===== src/rtl/mult_share_arbiter.sv =====
// mult_share_arbiter: round-robin sharing of one external multiplier among NREQ requesters,
// with a registered issue stage, a registered result stage and a tagged, backpressured response.
module mult_share_arbiter #(
    parameter int NREQ = 4,
    parameter int A_W = 3,
    parameter int B_W = 4,
    localparam int ID_W = (NREQ > 1) ? $clog2(NREQ) : 1,
    localparam int P_W = A_W + B_W
) (
    input  logic                 CLK,
    input  logic                 RST,
    input  logic [NREQ-1:0]      REQ_VALID,
    output logic [NREQ-1:0]      REQ_READY,
    input  logic [NREQ*A_W-1:0]  REQ_A,
    input  logic [NREQ*B_W-1:0]  REQ_B,
    output logic [A_W-1:0]       MUL_A,
    output logic [B_W-1:0]       MUL_B,
    input  logic [P_W-1:0]       MUL_P,
    output logic                 RSP_VALID,
    input  logic                 RSP_READY,
    output logic [ID_W-1:0]      RSP_ID,
    output logic [P_W-1:0]       RSP_P,
    output logic [15:0]          DONE_CNT
);
    logic [ID_W-1:0] ptr, g, s1_id;
    logic any, s1_valid, s1_adv, s2_adv, acc;

    // Scan from the far end so the requester closest to ptr is the last (winning) assignment.
    always_comb begin
        g = '0;
        any = 1'b0;
        for (int k = NREQ - 1; k >= 0; k--) begin
            if (REQ_VALID[(int'(ptr) + k) % NREQ]) begin
                g = ID_W'((int'(ptr) + k) % NREQ);
                any = 1'b1;
            end
        end
    end

    assign s2_adv = !RSP_VALID || RSP_READY;
    assign s1_adv = !s1_valid || s2_adv;
    assign acc = any && s1_adv && !RST;
    assign REQ_READY = acc ? (NREQ'(1) << g) : '0;

    always_ff @(posedge CLK or posedge RST) begin
        if (RST) begin
            ptr <= '0;
            s1_valid <= 1'b0;
            s1_id <= '0;
            MUL_A <= '0;
            MUL_B <= '0;
            RSP_VALID <= 1'b0;
            RSP_ID <= '0;
            RSP_P <= '0;
            DONE_CNT <= '0;
        end else begin
            // Operand registers only load on accept so the multiplier inputs stay quiet when idle.
            if (acc) begin
                ptr <= (int'(g) == NREQ - 1) ? '0 : g + 1'b1;
                s1_id <= g;
                MUL_A <= REQ_A[int'(g) * A_W +: A_W];
                MUL_B <= REQ_B[int'(g) * B_W +: B_W];
            end
            if (s1_adv) s1_valid <= acc;
            if (s2_adv) begin
                RSP_VALID <= s1_valid;
                if (s1_valid) begin
                    RSP_ID <= s1_id;
                    RSP_P <= MUL_P;
                end
            end
            if (RSP_VALID && RSP_READY) DONE_CNT <= DONE_CNT + 16'd1;
        end
    end
endmodule


===== config.mk =====
export PLATFORM = sky130hd
export DESIGN_NAME = mult_share_arbiter
export DESIGN_NICKNAME = d
export VERILOG_FILES = /design/src/rtl/mult_share_arbiter.sv
export SDC_FILE = /design/constraint.sdc
export NUM_CORES = 1
export LEC_CHECK = 0
export ABC_AREA = 1
export CORE_ASPECT_RATIO = 1.5
export CORE_UTILIZATION = 36
export CTS_CLUSTER_SIZE = 40
export DETAILED_ROUTE_END_ITERATION = 8
export PLACE_DENSITY = 0.74
export SLEW_MARGIN = 20
export SYNTH_ARGS = -nofsm -noshare
export SYNTH_HDL_FRONTEND = slang
export SYNTH_SLANG_ARGS = --single-unit

===== constraint.sdc =====
create_clock -name CLK -period 3.7 [get_ports CLK]
set_clock_uncertainty 0.15 [all_clocks]
set_input_delay 1.11 -clock CLK [delete_from_list [all_inputs] [get_ports CLK]]
set_output_delay 1.11 -clock CLK [all_outputs]
set_load 0.01 [all_outputs]

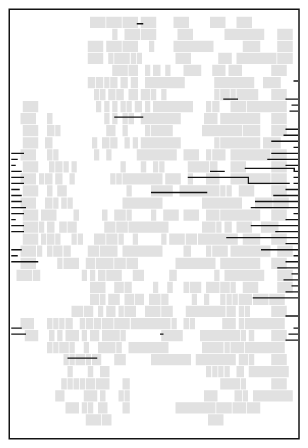
**Above:** run 1 (metal 3).
wire length on this layer: 251 µm
longest straight run: 15.9 µm

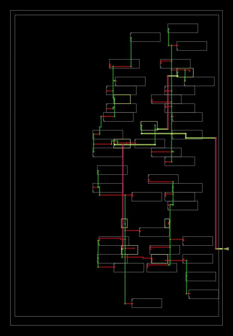
**Above:** run 1 (clock routing).
CTS buffer count: 5
clk ins delay skew pair: 290 ps
Num Clock Sinks: 38

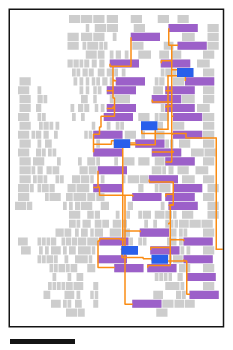
**Above:** run 1 (clock wires, drivers and flops).
Scale bar: 20 µm.
[clock drivers] blue | count: 5
[flip-flops] purple | count: 38
[clock wires] orange | length: 460 µm
routed clock nets: 6

==> flow_summary_export.csv, run 1 <==
group,metric,value,unit
outcome,outcome,"completed",
yosys,syn_avg_cell_area,7.87,µm²
global_route,grt_max_degree,39,
place,gp_congestion,0.822,
floorplanning,rows,34,
clocking,post-cts-setup-buffer-count,4,
yosys,yosys-stat-cells,273,
floorplanning,dieWidth,65.1,µm
final_layout,syn_to_final_growth,49.0,%
final_layout,diodes,0,
yosys,netlist_instances,273,
timing,holdWs,327,ps
detailed_routing,drtAntennaViolNets,0,
clocking,clockRootBuffer,"clkbuf_8",
yosys,yosysWarnings,0,
place,dpl_cell_area,3040,µm²
worst_hold_path,min_to,"MUL_A[2]$_DFFE_PP0P_",
power,power_density,786,nW/µm²
yosys,ys_seq_frac,0.443,
setup_path,cp_data_arrival_time,2350,ps
run,log.warning_count,27,
setup_path,path_max_fanout,4,
place,io_buffers,78,
timing,final.period_utilization,0.976,
run,cap_violations,0,
yosys,ys.flop_type,"dfrtp_1",
timing,finalSetupTns,0,ps
detailed_routing,dr_total_vias,2018,
power,power,2.52,mW
yosys,synth-edff-count,0,
clocking,ctsHoldBuffers,0,
timing,setup_violations,0,
floorplanning,core_area,5790,µm²
timing,slew_violations,0,
timing,max_freq,0.277,GHz
setup_path,cp.depth,12,
power,irDropWorstVdd,467,µV
yosys,ys_ff,38,
yosys,top_area_frac,0.443,
detailed_routing,post_drt_wl_per_cell,11.4,µm
setup_path,critical-path-top-delay-family,"simple AND/OR/NAND/NOR gates",
timing,worst_slack,89.4,ps
global_route,met1_usage,0.188,
floorplanning,die_h,96.6,µm
yosys,common_cells,"95 x nand2_1, 38 x dfrtp_1, 37 x inv_1, 31 x nand3_1, 11 x nand2_2",
timing,finalHoldViolCount,0,
detailed_routing,drt_iter0_drc,105,
global_route,first_global_vias,2025,
final_layout,stdcell_count,440,
yosys,ys_types,25,
timing,layout_min_cycle_time,3610,ps
worst_hold_path,hold_path_class,"reg2reg",
setup_path,rr_endpoint,"MUL_A[1]$_DFFE_PP0P_",
setup_path,cp_slowest_cell,"dlygate4sd2_1",
yosys,synth.cell_area,2150,µm²
place,pre_cts_ws,-581,ps
yosys,async_flop_share,1.00,
setup_path,r2r-start,"ptr[0]$_DFFE_PP0P_",
setup_path,cp-startpoint,"REQ_VALID[1]",
place,numPlacedInstances,427,
detailed_routing,first_pass_iters,4,
setup_path,setup.worst_path.end,"REQ_READY[2]",
global_route,grt_use_met3,0.0366,
setup_path,cp.buffers_inverters,5,
clocking,path_clk_slew,70,ps
clocking,cts_tree,"done",
detailed_routing,drc,0,
setup_path,max_stage_delay,240,ps
final_layout,final_nets,410,
clocking,cts_buffer_depth,2,
floorplanning,fp-utilization,0.371,
setup_path,required,2440,ps
place,hpwl,3.92,mm
power,leakage,1.67,nW
setup_path,r2r_slack,1440,ps
yosys,synth.area.top_cells,"dfrtp_1 44%, nand2_1 17%, nand3_1 7.2%",
final_layout,utilization,0.553,
global_route,top_usage_layer,"met2",
clocking,cts-htree-levels,2,
global_route,grt_pass1_wl,8.42,mm
final_layout,final_area,3200,µm²
setup_path,worstSetupEndpointType,"output port",
global_route,grt_overflow,0,
setup_path,reg2reg_depth,17,
timing,rsz0062_at_grt,"true",
detailed_routing,drt-total-wl,5.03,mm
floorplanning,dieArea,6290,µm²
==> run 1: cell usage in the layout, fill, tap and decap left out <==
cell type,synthesis,routed
xor2_1,9,9
nand2_1,95,86
nor3_1,1,1
mux2_2,8,8
buf_2,1,4
inv_4,1,2
clkdlybuf4s50_1,0,70
buf_4,4,16
xnor2_1,6,6
and2_4,2,2
nand2_4,2,2
nor2_1,9,8
clkbuf_1,0,1
nand4_1,3,3
o211ai_1,1,1
nor2_2,2,2
clkinv_2,0,1
clkbuf_8,0,6
nor2_4,1,2
inv_2,2,3
nand3_2,2,6
dlygate4sd2_1,0,4
inv_1,37,34
nand2_2,11,20
ha_1,1,1
nand3_1,31,27
dfrtp_1,38,38
clkinvlp_4,0,1
o21ai_0,4,4
==> run 1: kinds of logic (layout without fill, tap and decap cells) <==
kind of cell	Yosys count	after routing	share of synthesized area
buf+inv	47	142	0.0996
compound gates	5	5	0.0128
mux	8	8	0.0419
simple gates	159	159	0.336
fa+ha+maj	1	1	0.00582
xor+xnor	15	15	0.0612
flops	38	38	0.443
==> run 1: state kept, by name, summed over array words and instances, names as in the netlist <==
register and count:
DONE_CNT 16, MUL_A 3, MUL_B 4, RSP_ID 2, RSP_P 7, RSP_VALID 1, ptr 2, s1_id 2
s1_valid 1
==> run 1: power breakdown <==
group | internal [mW] | switching, mW
logic | 0.735 | 0.810
clock network | 0.150 | 0.138
registers | 0.564 | 0.119
total | 1.45 | 1.07
==> run 1: metal layers <==
metal	vias up	part of all wire
li1	1022	-
met1	923	0.40
met2	65	0.53
met3	8	0.050
met4	0	0.020
met5	-	0
==> run 1: area by class of cell <==
cell class                 instances  area, µm²
inverter                          40        159
timing repair buffer              94        876
fill                             599       2580
tap                               72       90.1
sequential                        38        951
clock buffer                       7       86.3
clock inverter                     1       5.00
multi-input combinational        188       1030
**Run 1: zoomed window**

Window x 13 to 53, y 28 to 68 µm. Cells in grey, sequential cells in the stronger grey; small squares are vias.
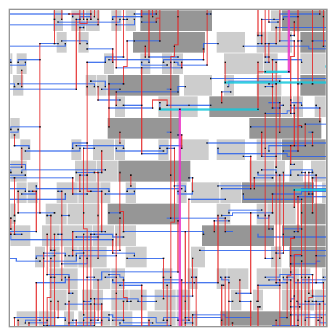

==> inputs of run 2 (changes only) <==
--- a/config.mk
+++ b/config.mk
@@ -11,6 +11,7 @@
 export CTS_CLUSTER_SIZE = 40
 export DETAILED_ROUTE_END_ITERATION = 8
 export PLACE_DENSITY = 0.74
+export REMOVE_ABC_BUFFERS = 1
 export SLEW_MARGIN = 20
 export SYNTH_ARGS = -nofsm -noshare
 export SYNTH_HDL_FRONTEND = slang
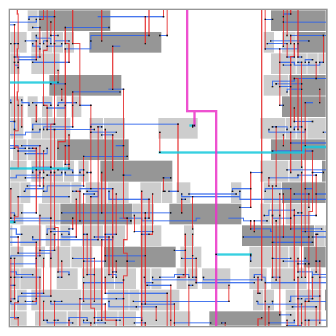
**Above:** run 2 (zoomed window).
Window x 13 to 53, y 28 to 68 µm. Cells in grey, sequential cells in the stronger grey; small squares are vias.
[metal 3] cyan
[metal 4] magenta
[metal 2] red
[metal 1] blue
cells with their middle in the window: 118
most frequent: nand2_1 (30), buf_4 (21), dfrtp_1 (15)
sequential cells in the window: 15
netlist names of flops here include: `DONE_CNT` (6), `MUL_A` (2), `MUL_B` (2)

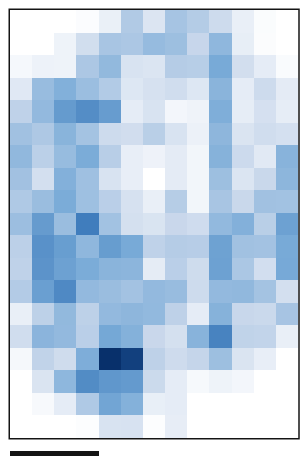
**Above:** run 2 (signal metal coverage by tile).
Scale bar: 20 µm. 13 x 19 tiles, from white (low) to dark blue (high), scaled to the fullest tile. Values are wire area over tile area, all layers added.
nearly empty tiles: 12%
fullest tile: 0.48
emptiest ninth of the die: lower right
densest ninth of the die: middle left
mean over tiles: 0.13

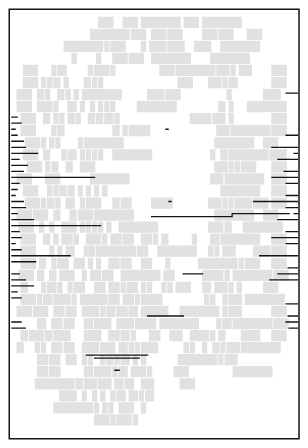
**Above:** run 2 (metal 3).
share of all routed wire: 5.4%
main direction: horizontal
nets with wire on the layer: 60
wire length on this layer: 278 µm
longest straight run: 20.0 µm

==> flow_summary_export.csv, run 2 <==
group,metric,value,unit
outcome,outcome,"completed",
yosys,synth.cell_area,2150,µm²
timing,layout_min_cycle_time,3610,ps
detailed_routing,first_pass_iters,4,
floorplanning,dieWidth,65.1,µm
clocking,path_clk_slew,70,ps
detailed_routing,drt-total-wl,5.14,mm
final_layout,final_nets,429,
final_layout,diodes,0,
setup_path,cp_slowest_cell,"dlygate4sd2_1",
timing,max_freq,0.277,GHz
run,log.warning_count,25,
yosys,ys_seq_frac,0.443,
final_layout,largest_register,"DONE_CNT",
floorplanning,core_area,5790,µm²
timing,setup_violations,0,
timing,rsz0062_at_grt,"false",
yosys,yosys-stat-cells,273,
setup_path,cp.buffers_inverters,5,
clocking,cts-htree-levels,2,
global_route,grt_overflow,0,
detailed_routing,drc,0,
detailed_routing,drtAntennaViolNets,0,
detailed_routing,dr_total_vias,2090,
power,irDropWorstVdd,628,µV
worst_hold_path,min_to,"RSP_VALID$_DFFE_PP0P_",
yosys,top_area_frac,0.443,
global_route,grt_pass1_wl,9.00,mm
timing,final.period_utilization,0.975,
setup_path,crit_type,"in2out",
setup_path,rr_endpoint,"s1_id[1]$_DFFE_PP0P_",
yosys,async_flop_share,1.00,
power,leakage,1.79,nW
clocking,cts_buffer_depth,2,
yosys,ys_ff,38,
yosys,yosysWarnings,0,
clocking,cts_buffers,5,
setup_path,r2r_slack,420,ps
setup_path,worstSetupEndpointType,"output port",
timing,holdWs,335,ps
setup_path,critical-path-top-delay-family,"simple AND/OR/NAND/NOR gates",
clocking,clock-sinks,38,
place,pre_cts_ws,-607,ps
floorplanning,rows,34,
floorplanning,die_h,96.6,µm
setup_path,max_stage_delay,240,ps
floorplanning,dieArea,6290,µm²
final_layout,largestRegisters,"DONE_CNT: 16 flops, RSP_P: 7 flops, MUL_B: 4 flops",
setup_path,reg2reg_depth,23,
setup_path,required,2440,ps
yosys,synth.area.top_cells,"dfrtp_1 44%, nand2_1 17%, nand3_1 7.2%",
place,io_buffers,78,
yosys,ys.flop_type,"dfrtp_1",
place,gp_congestion,0.807,
power,power,2.69,mW
setup_path,r2r-start,"ptr[0]$_DFFE_PP0P_",
power,power_density,793,nW/µm²
timing,finalHoldViolCount,0,
global_route,antenna_found_initial,0,
yosys,ys_types,25,
detailed_routing,post_drt_wl_per_cell,11.3,µm
yosys,yosysMostFrequentCell,"nand2_1",
yosys,netlist_instances,273,
final_layout,utilization,0.587,
clocking,cts_tree,"done",
setup_path,cp_data_arrival_time,2350,ps
run,cap_violations,0,
yosys,ys_area,2150,µm²
clocking,clkLatencyLatePin,280,ps
place,dpl_cell_area,3080,µm²
final_layout,largest_reg_flops,16,
clocking,clockRootBuffer,"clkbuf_8",
final_layout,lay_top_cells,"82 x nand2_1, 69 x clkdlybuf4s50_1, 38 x dfrtp_1",
setup_path,path_max_fanout,5,
final_layout,syn_to_final_growth,58.1,%
setup_path,cp-startpoint,"REQ_VALID[1]",
timing,worst_slack,90.7,ps
setup_path,setup.worst_path.end,"REQ_READY[2]",
detailed_routing,drt_iter0_drc,98,
global_route,first_global_vias,2110,
yosys,synth-edff-count,0,
setup_path,cp.depth,13,
yosys,syn_avg_cell_area,7.87,µm²
final_layout,final_area,3400,µm²
[run 2: cell types whose count changed in the layout (fill, tap and decap cells not counted), moves of 2 or more]
cell | before | now
buf_4 | 16 | 34
dlygate4sd2_1 | 4 | 1
clkdlybuf4s15_1 | 0 | 3
nand2_1 | 86 | 82
nand3_4 | 0 | 2
nand2_4 | 2 | 6
[run 2: logic make-up after synthesis]
kind of cell | count (synthesis) | share of synthesized area
AOI/OAI and AO/OA | 5 | 0.0128
xor gates and xnor gates | 15 | 0.0612
adders and majority gates | 1 | 0.00582
buffers and inverters | 47 | 0.0996
DFF | 38 | 0.443
muxes | 8 | 0.0419
and+or+nand+nor | 159 | 0.336
[run 2: per-stage QoR]
step / instances / TNS (ps)
floorplan: 266 / -2250
global placement: 432 / -2210
detailed placement: 432 / -2340
CTS: 454 / 0
global route: 457 / 0
finish: 457 / 0
[run 2: timing repair]
| item | in CTS | in global routing |
|---|---|---|
| gates cloned | 0 | 0 |
| hold buffers | 0 | 0 |
| endpoints found under the setup margin | 4 | 12 |
| pin swaps | 10 | 13 |
| resized | 36 | 19 |
| setup buffers | 16 | 3 |
[run 2: layout make-up]
class	instances	area [µm²]
flip-flops and latches	38	951
fillers	543	2390
multi-input cells	188	1090
inverters	40	155
repair buffers	113	1030
well taps	72	90.1
clock buffers	6	82.6
[run 2: layer usage]
metal / GRT usage / routed length, µm / part of all wire / vias up
met1: 0.202 / 2090 / 0.41 / 957
li1: - / - / - / 1060
met5: 0 / 0 / 0 / -
met2: 0.322 / 2710 / 0.53 / 67
met4: 0.0619 / 73 / 0.014 / 0
met3: 0.0366 / 277 / 0.054 / 6
[run 2: where the power goes]
part	switching (mW)	internal (mW)	total (mW)
logic	0.884	0.844	1.73
clock network	0.134	0.144	0.277
registers	0.122	0.564	0.686
total	1.14	1.55	2.69
No activity file was given, so power comes from the tool's default toggle rates.
